### Clock wiring as the flow saved it

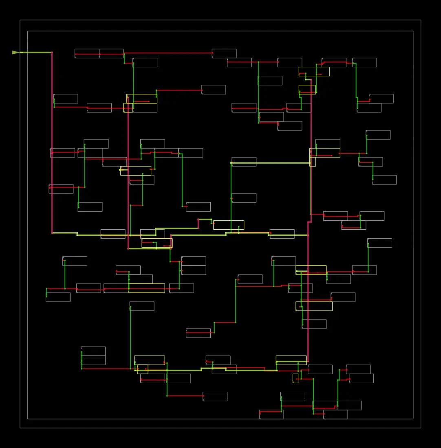
### Metal layers overlaid

Only two layers are drawn.
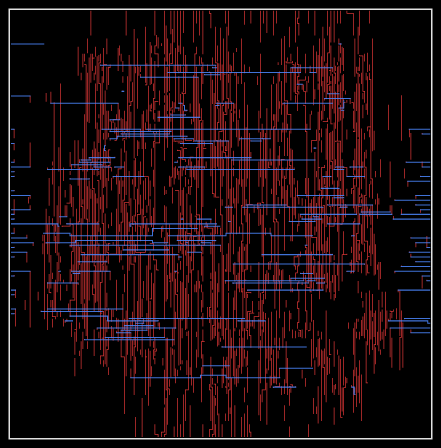
### src/rtl/timer_cnt_ctrl_pkg.sv
// ----------------------------------------------------------------------------
// timer_pkg
//   Shared definitions for the 64-bit timer counter controller slice.
//   - Sizing defaults for the counter, prescale exponent and largest divider.
//   - Bit positions inside counter_write_sel.
//   - Controller state encoding (2-bit).
// ----------------------------------------------------------------------------
package timer_pkg;

    localparam int CNT_W_DEFAULT   = 64;
    localparam int DIV_W_DEFAULT   = 4;
    localparam int MAX_DIV_DEFAULT = 8;

    localparam int WSEL_LO = 0;
    localparam int WSEL_HI = 1;

    typedef enum logic [1:0] {
        ST_IDLE   = 2'd0,
        ST_RUN    = 2'd1,
        ST_HALTED = 2'd2
    } state_t;

endpackage

### src/rtl/timer_cnt_ctrl_prescaler.sv
// ----------------------------------------------------------------------------
// timer_prescaler
//   Divides the RUN cycles of the timer by 2^div_val and emits a tick when the
//   counter should advance. div_val values above MAX_DIV are clamped to
//   MAX_DIV. The phase count holds whenever run is low, so a debug halt does
//   not disturb the division phase.
//
// Ports:
//   sys_clk  in   system clock, rising edge
//   sys_rst  in   synchronous active-high reset
//   run      in   1 while the controller is in RUN
//   clr      in   restart the division phase at 0
//   div_en   in   0: tick every run cycle, 1: divide by 2^div_val
//   div_val  in   prescale exponent (DIV_W bits)
//   tick     out  combinational, 1 in a run cycle that ends a division period
// ----------------------------------------------------------------------------
module timer_prescaler
    import timer_pkg::*;
#(
    parameter int DIV_W   = DIV_W_DEFAULT,
    parameter int MAX_DIV = MAX_DIV_DEFAULT
) (
    input  logic             sys_clk,
    input  logic             sys_rst,
    input  logic             run,
    input  logic             clr,
    input  logic             div_en,
    input  logic [DIV_W-1:0] div_val,
    output logic             tick
);

    localparam logic [DIV_W-1:0] MAX_DIV_V = DIV_W'(MAX_DIV);

    logic [MAX_DIV-1:0] pre_cnt;
    logic [MAX_DIV-1:0] terminal;
    logic [DIV_W-1:0]   div_sat;
    logic               at_end;

    // Clamp the exponent, then build the terminal count (2^div_sat)-1 as a
    // mask of div_sat low ones, which avoids a variable-width shift.
    always_comb begin
        div_sat = (div_val > MAX_DIV_V) ? MAX_DIV_V : div_val;
        terminal = '0;
        for (int i = 0; i < MAX_DIV; i++) begin
            if (DIV_W'(i) < div_sat) begin
                terminal[i] = 1'b1;
            end
        end
    end

    // ">=" rather than "==" so that lowering div_val mid-period ends the
    // period at once instead of wrapping through the whole MAX_DIV range.
    always_comb begin
        at_end = !div_en || (pre_cnt >= terminal);
        tick   = run && at_end;
    end

    // Phase counter: restarts on clr, advances only while running and
    // returns to 0 at the end of every period.
    always_ff @(posedge sys_clk) begin
        if (sys_rst) begin
            pre_cnt <= '0;
        end else if (clr) begin
            pre_cnt <= '0;
        end else if (run) begin
            if (at_end) begin
                pre_cnt <= '0;
            end else begin
                pre_cnt <= pre_cnt + MAX_DIV'(1);
            end
        end
    end

endmodule

### src/rtl/timer_cnt_ctrl.sv
// ----------------------------------------------------------------------------
// timer_cnt_ctrl
//   Sequencing controller for the timer counter. Owns the CNT_W-bit counter
//   and the prescaler, runs/stops counting from the register-block controls,
//   applies software clear/write commands and reports the live count and the
//   debug-halt acknowledge.
//
//   Optional feature macro: TIMER_CNT_OVF_EN
//     defined   -> cnt_ovf pulses with cnt_tick when an increment wraps to 0
//     undefined -> cnt_ovf is tied to 0 (port still present)
//
// Ports:
//   sys_clk             in   system clock, all state on rising edge
//   sys_rst             in   synchronous active-high reset
//   timer_en            in   counter enable
//   div_en              in   prescaler enable
//   div_val             in   prescale exponent, divide by 2^div_val
//   halt_req            in   debug halt request (level)
//   dbg_mode            in   halt honoured only when 1
//   counter_clear       in   one-cycle clear command
//   counter_write_sel   in   bit0 loads low half, bit1 loads high half
//   counter_write_data  in   load data (CNT_W/2 bits)
//   cnt_val             out  live counter value
//   halt_ack_status     out  1 while counting is frozen by halt
//   cnt_tick            out  registered pulse aligned with each new count
//   cnt_ovf             out  registered wrap pulse (see macro above)
// ----------------------------------------------------------------------------
module timer_cnt_ctrl
    import timer_pkg::*;
#(
    parameter int CNT_W   = CNT_W_DEFAULT,
    parameter int DIV_W   = DIV_W_DEFAULT,
    parameter int MAX_DIV = MAX_DIV_DEFAULT
) (
    input  logic               sys_clk,
    input  logic               sys_rst,
    input  logic               timer_en,
    input  logic               div_en,
    input  logic [DIV_W-1:0]   div_val,
    input  logic               halt_req,
    input  logic               dbg_mode,
    input  logic               counter_clear,
    input  logic [1:0]         counter_write_sel,
    input  logic [CNT_W/2-1:0] counter_write_data,
    output logic [CNT_W-1:0]   cnt_val,
    output logic               halt_ack_status,
    output logic               cnt_tick,
    output logic               cnt_ovf
);

    localparam int HALF_W = CNT_W / 2;

    state_t state;
    state_t state_nxt;
    logic   halt_cond;
    logic   halt_ack_q;
    logic   run;
    logic   write_any;
    logic   presc_clr;
    logic   presc_tick;
    logic   inc;

    assign halt_cond = halt_req & dbg_mode;
    assign write_any = |counter_write_sel;

    // State register. The acknowledge is registered from the next state so it
    // lines up exactly with the cycles spent in HALTED.
    always_ff @(posedge sys_clk) begin
        if (sys_rst) begin
            state      <= ST_IDLE;
            halt_ack_q <= 1'b0;
        end else begin
            state      <= state_nxt;
            halt_ack_q <= (state_nxt == ST_HALTED);
        end
    end

    // Next-state logic. Dropping timer_en wins over any halt movement, so a
    // halted timer that is disabled goes straight back to IDLE.
    always_comb begin
        state_nxt = state;
        case (state)
            ST_IDLE: begin
                if (timer_en) begin
                    state_nxt = ST_RUN;
                end
            end
            ST_RUN: begin
                if (!timer_en) begin
                    state_nxt = ST_IDLE;
                end else if (halt_cond) begin
                    state_nxt = ST_HALTED;
                end
            end
            ST_HALTED: begin
                if (!timer_en) begin
                    state_nxt = ST_IDLE;
                end else if (!halt_cond) begin
                    state_nxt = ST_RUN;
                end
            end
            default: state_nxt = ST_IDLE;
        endcase
    end

    // Output decode. The prescaler restarts on a fresh start from IDLE and on
    // any software clear/write, so a new count always begins a full period.
    // A clear or write in the same cycle as a tick swallows that increment.
    always_comb begin
        run             = (state == ST_RUN);
        halt_ack_status = halt_ack_q;
        presc_clr       = counter_clear || write_any ||
                          ((state == ST_IDLE) && (state_nxt == ST_RUN));
        inc             = presc_tick && !counter_clear && !write_any;
    end

    timer_prescaler #(
        .DIV_W   (DIV_W),
        .MAX_DIV (MAX_DIV)
    ) u_prescaler (
        .sys_clk (sys_clk),
        .sys_rst (sys_rst),
        .run     (run),
        .clr     (presc_clr),
        .div_en  (div_en),
        .div_val (div_val),
        .tick    (presc_tick)
    );

    // Counter register: clear beats write beats increment. Clear and write
    // work in every state; the count is otherwise kept, including in IDLE.
    always_ff @(posedge sys_clk) begin
        if (sys_rst) begin
            cnt_val  <= '0;
            cnt_tick <= 1'b0;
        end else begin
            cnt_tick <= inc;
            if (counter_clear) begin
                cnt_val <= '0;
            end else if (write_any) begin
                if (counter_write_sel[WSEL_LO]) begin
                    cnt_val[HALF_W-1:0] <= counter_write_data;
                end
                if (counter_write_sel[WSEL_HI]) begin
                    cnt_val[CNT_W-1:HALF_W] <= counter_write_data;
                end
            end else if (inc) begin
                cnt_val <= cnt_val + CNT_W'(1);
            end
        end
    end

`ifdef TIMER_CNT_OVF_EN
    logic ovf_q;

    // Wrap pulse: only a real increment from all-ones raises it, so loads of
    // all-ones or clears never do.
    always_ff @(posedge sys_clk) begin
        if (sys_rst) begin
            ovf_q <= 1'b0;
        end else begin
            ovf_q <= inc && (&cnt_val);
        end
    end

    assign cnt_ovf = ovf_q;
`else
    assign cnt_ovf = 1'b0;
`endif

endmodule

### config.mk
export PLATFORM = sky130hd
export DESIGN_NAME = timer_cnt_ctrl
export DESIGN_NICKNAME = d
export VERILOG_FILES = /design/src/rtl/timer_cnt_ctrl_pkg.sv /design/src/rtl/timer_cnt_ctrl_prescaler.sv /design/src/rtl/timer_cnt_ctrl.sv
export SDC_FILE = /design/constraint.sdc
export NUM_CORES = 1
export LEC_CHECK = 0
export ABC_CLOCK_PERIOD_IN_PS = 3400
export CAP_MARGIN = 20
export CORE_AREA = 2 2 119 121
export DETAILED_ROUTE_END_ITERATION = 8
export DIE_AREA = 0 0 121 123
export SLEW_MARGIN = 20
export SYNTH_ARGS = -nofsm -noshare
export SYNTH_HDL_FRONTEND = slang
export SYNTH_SLANG_ARGS = --single-unit
### constraint.sdc
create_clock -name sys_clk -period 3.4 [get_ports sys_clk]
set_clock_uncertainty 0.05 [all_clocks]
set_input_delay 0.68 -clock sys_clk [delete_from_list [all_inputs] [get_ports sys_clk]]
set_output_delay 0.68 -clock sys_clk [all_outputs]
set_load 0.02 [all_outputs]
==> flow report <==
===========================================================================
Warnings from Yosys                                                       0
End point of the most critical hold path                        cnt_val[62]
Vias per Instance                                                      6.06
Dominant Register Cell                                              dfxtp_1
Area of the core                                                 13600 um^2
Overall routing resource usage                                        27.7%
Data arrival time of the critical path                              3.51 ns
Antenna viol nets, final                                                  0
Chip footprint                                                   14900 um^2
Final tally of max-slew violations                                        0
Top cells by area, synth                                       dfxtp_1, nand2_1, a21oi_1
Final TNS setup                                                        0 ns
Total nets after synthesis                                              709
Transition at the pin with the smallest max-transition slack       0.794 ns
Init Core Util                                                        36.0%
Commonest Layout Cell                                                clkdlybuf4s50_1
Kind of launch point of the worst setup path                      input pin
Required time of the worst setup path                               3.59 ns
Mean Syn Cell Area                                                7.49 um^2
Sum of overflow across all layers after global routing                    0
Cell-internal power                                                 1730 uW
Critical path's largest stage delay                                 0.54 ns
Layout-stage area growth over the synthesis result                    38.1%
Count of cells along the worst hold path                                  2
Number of warnings in the stage logs                                     27
Area share of xor/xnor cells in the synthesized design                2.32%
Slowest cell on the critical path                                     or4_1
Total of buffers placed on input and output ports                       110
Library cell used as clock root buffer                            clkbuf_16
Placer's final routability congestion estimate                        0.937
Number of global-route vias before repair                              5572
Nets                                                                    839
Total placed cells including tap cells                                  953
Top comb family, area                                          simple AND/OR/NAND/NOR gates
Post-route minimum period                                           3.33 ns
Remaining max-slew budget at the tightest pin                         46.9%
Post-Synth Adder-Cell Area                                            2.55%
Drt first-iter violations                                               778
Instance count of the mapped netlist                                    654
Insertion delay at the late pin of the worst-skew pair              0.36 ns
Maximum clock insertion buffer count                                      2
Crit. End Element                                                 flip-flop
Post-detail-place hpwl                                              15.1 mm
Die Height                                                           123 um
Highest achievable clock rate                                     0.300 GHz
Final count of hold timing violations                                     0
Sequence of cells on the critical path                         clkdlybuf4s50_1 -> a21oi_1 -> a21boi_0 -> ha_1 -> o21ai_0 -> a21oi_1 -> a31oi_2 -> buf_4 -> or4_1 -> o211ai_1 -> o21ai_0
Hold/Removal Path Class                                        flip-flop to flip-flop
Post-route non-filler standard cell count                               969
Synth top area share                                                  31.0%
Result of the run                                              finished, final reports clean
Switching power total                                                655 uW
Launch instance of the worst min-delay path                     cnt_val[62]
Final std cell area, no fill                                      6770 um^2
Worst IR Drop VDD                                                  0.226 mV
Synth Area in Simple Gates                                            33.4%
Netlist area before placement                                     4900 um^2
Share of layout cells above drive strength 1                          11.8%
Cells in synth_stat.txt                                                 654
# setup viols final                                                       0
Fraction of registers with async set/reset                               0%
Drc violations                                                            0
Wire length of the first global-routing pass                        31.8 mm
Iteration count of the initial detailed-routing pass                      7
RSZ-0062 raised after global routing                                    yes
Reg-to-reg critical path endpoint                               cnt_val[61]
MUX share of area                                                    0.204%
Tally of max-capacitance violations                                       0
Launch instance of the worst register-to-register path          cnt_val[26]
===========================================================================
Notes on 'Clock wiring as the flow saved it' above:
count of clock tree sinks: 76
Inserted Clock Buffers: 9

Notes on 'Metal layers overlaid' above:
red -> metal 2  # wire length 9120 um
blue -> metal 3  # wire length 1600 um
sum of routed wire length over all layers: 20.3 mm
routed length per instance: 21.0 um

-- worst max-delay path, delay by kind of cell --
kind                     cells  cell delay [ns]
AND-OR/OR-AND                7             1.37
adder cells (fa/ha/maj)      1             0.23
buffers and inverters        2             0.69
AND/OR/NAND/NOR              1             0.54
-- Yosys cell counts, types with 10 or more instances --
cell and n:
o21ai_0 25, clkbuf_1 30, a21oi_1 46, nand3_1 42
o22ai_1 11, a31oi_1 18, a32o_1 11, nand2_1 78
nor4_1 19, o311ai_0 14, nor3_1 32, inv_1 18
o31ai_1 10, or2_2 10, nand4_1 26, dfxtp_1 76
ha_1 10, nor2_1 47, or3_1 12
-- per-layer routing --
| layer | wire [um] | part of all wire, % | vias up | track usage, % |
|---|---|---|---|---|
| li1 | - | - | 2770 | - |
| met1 | 9040 | 44 | 2778 | 39.2 |
| met2 | 9120 | 45 | 285 | 41.5 |
| met3 | 1600 | 7.9 | 41 | 5.26 |
| met4 | 555 | 2.7 | 0 | 10.8 |
| met5 | 0 | 0 | - | 0 |
-- cell type report --
class	count	area (um^2)
tap	180	225
sequential	76	1520
multi-input combinational	522	3180
clock buffer	10	239
clock inverter	6	86.3
inverter	18	67.6
timing repair buffer	157	1450
fill	1342	6840
-- sequential cells by signal (all words and copies together), names as in the netlist --
signal and cells:
state 2, cnt_val 64, cnt_tick 1, halt_ack_status 1, u_prescaler.pre_cnt 8
-- worst max-delay path by stage --
stage                     depth (start not counted)  slack, ns  startpoint           to
final                                            11       0.07  div_val[2]  cnt_val[56]
after floorplan                                   8       0.55  cnt_val[0]  cnt_val[50]
after detailed placement                         11      -0.33  div_val[3]  cnt_val[56]
after global routing                             11      -0.06  div_val[2]  cnt_val[56]
after CTS                                        11      0.008  div_val[3]  cnt_val[56]
after global placement                           11      -0.21  div_val[3]  cnt_val[56]
-- power groups by stage --
stage	Clock [uW]	Combinational (uW)	Sequential, uW
floorplan	0	128	994
detailed placement	0	329	981
CTS	1090	331	961
global placement	0	326	979
global route	1130	359	967
finish	1090	336	963
-- what timing repair did --
action | CTS | global route
setup endpoints to repair | 0 | 42
hold buffers | 0 | 0
gates resized | 0 | 9
-- cells by family after synthesis --
logic type,Yosys count
flip-flops,76
buffers and inverters,56
AND-OR/OR-AND,185
XOR/XNOR,13
adder cells (fa/ha/maj),10
other,1
multiplexers,1
AND/OR/NAND/NOR,312
-- through the flow --
stage          setup WS (ns)  total power (uW)  utilization, %  hold WS (ns)
2_1_floorplan          0.546              1120               -         0.433
3_3_place_gp          -0.214              1310            47.1         0.431
3_5_place_dp          -0.330              1310            47.1         0.441
4_1_cts              0.00797              2380            49.5         0.457
5_1_grt              -0.0569              2460            49.7         0.489
6_report              0.0713              2390            49.7         0.455
Power is estimated from default activity; no workload was simulated.
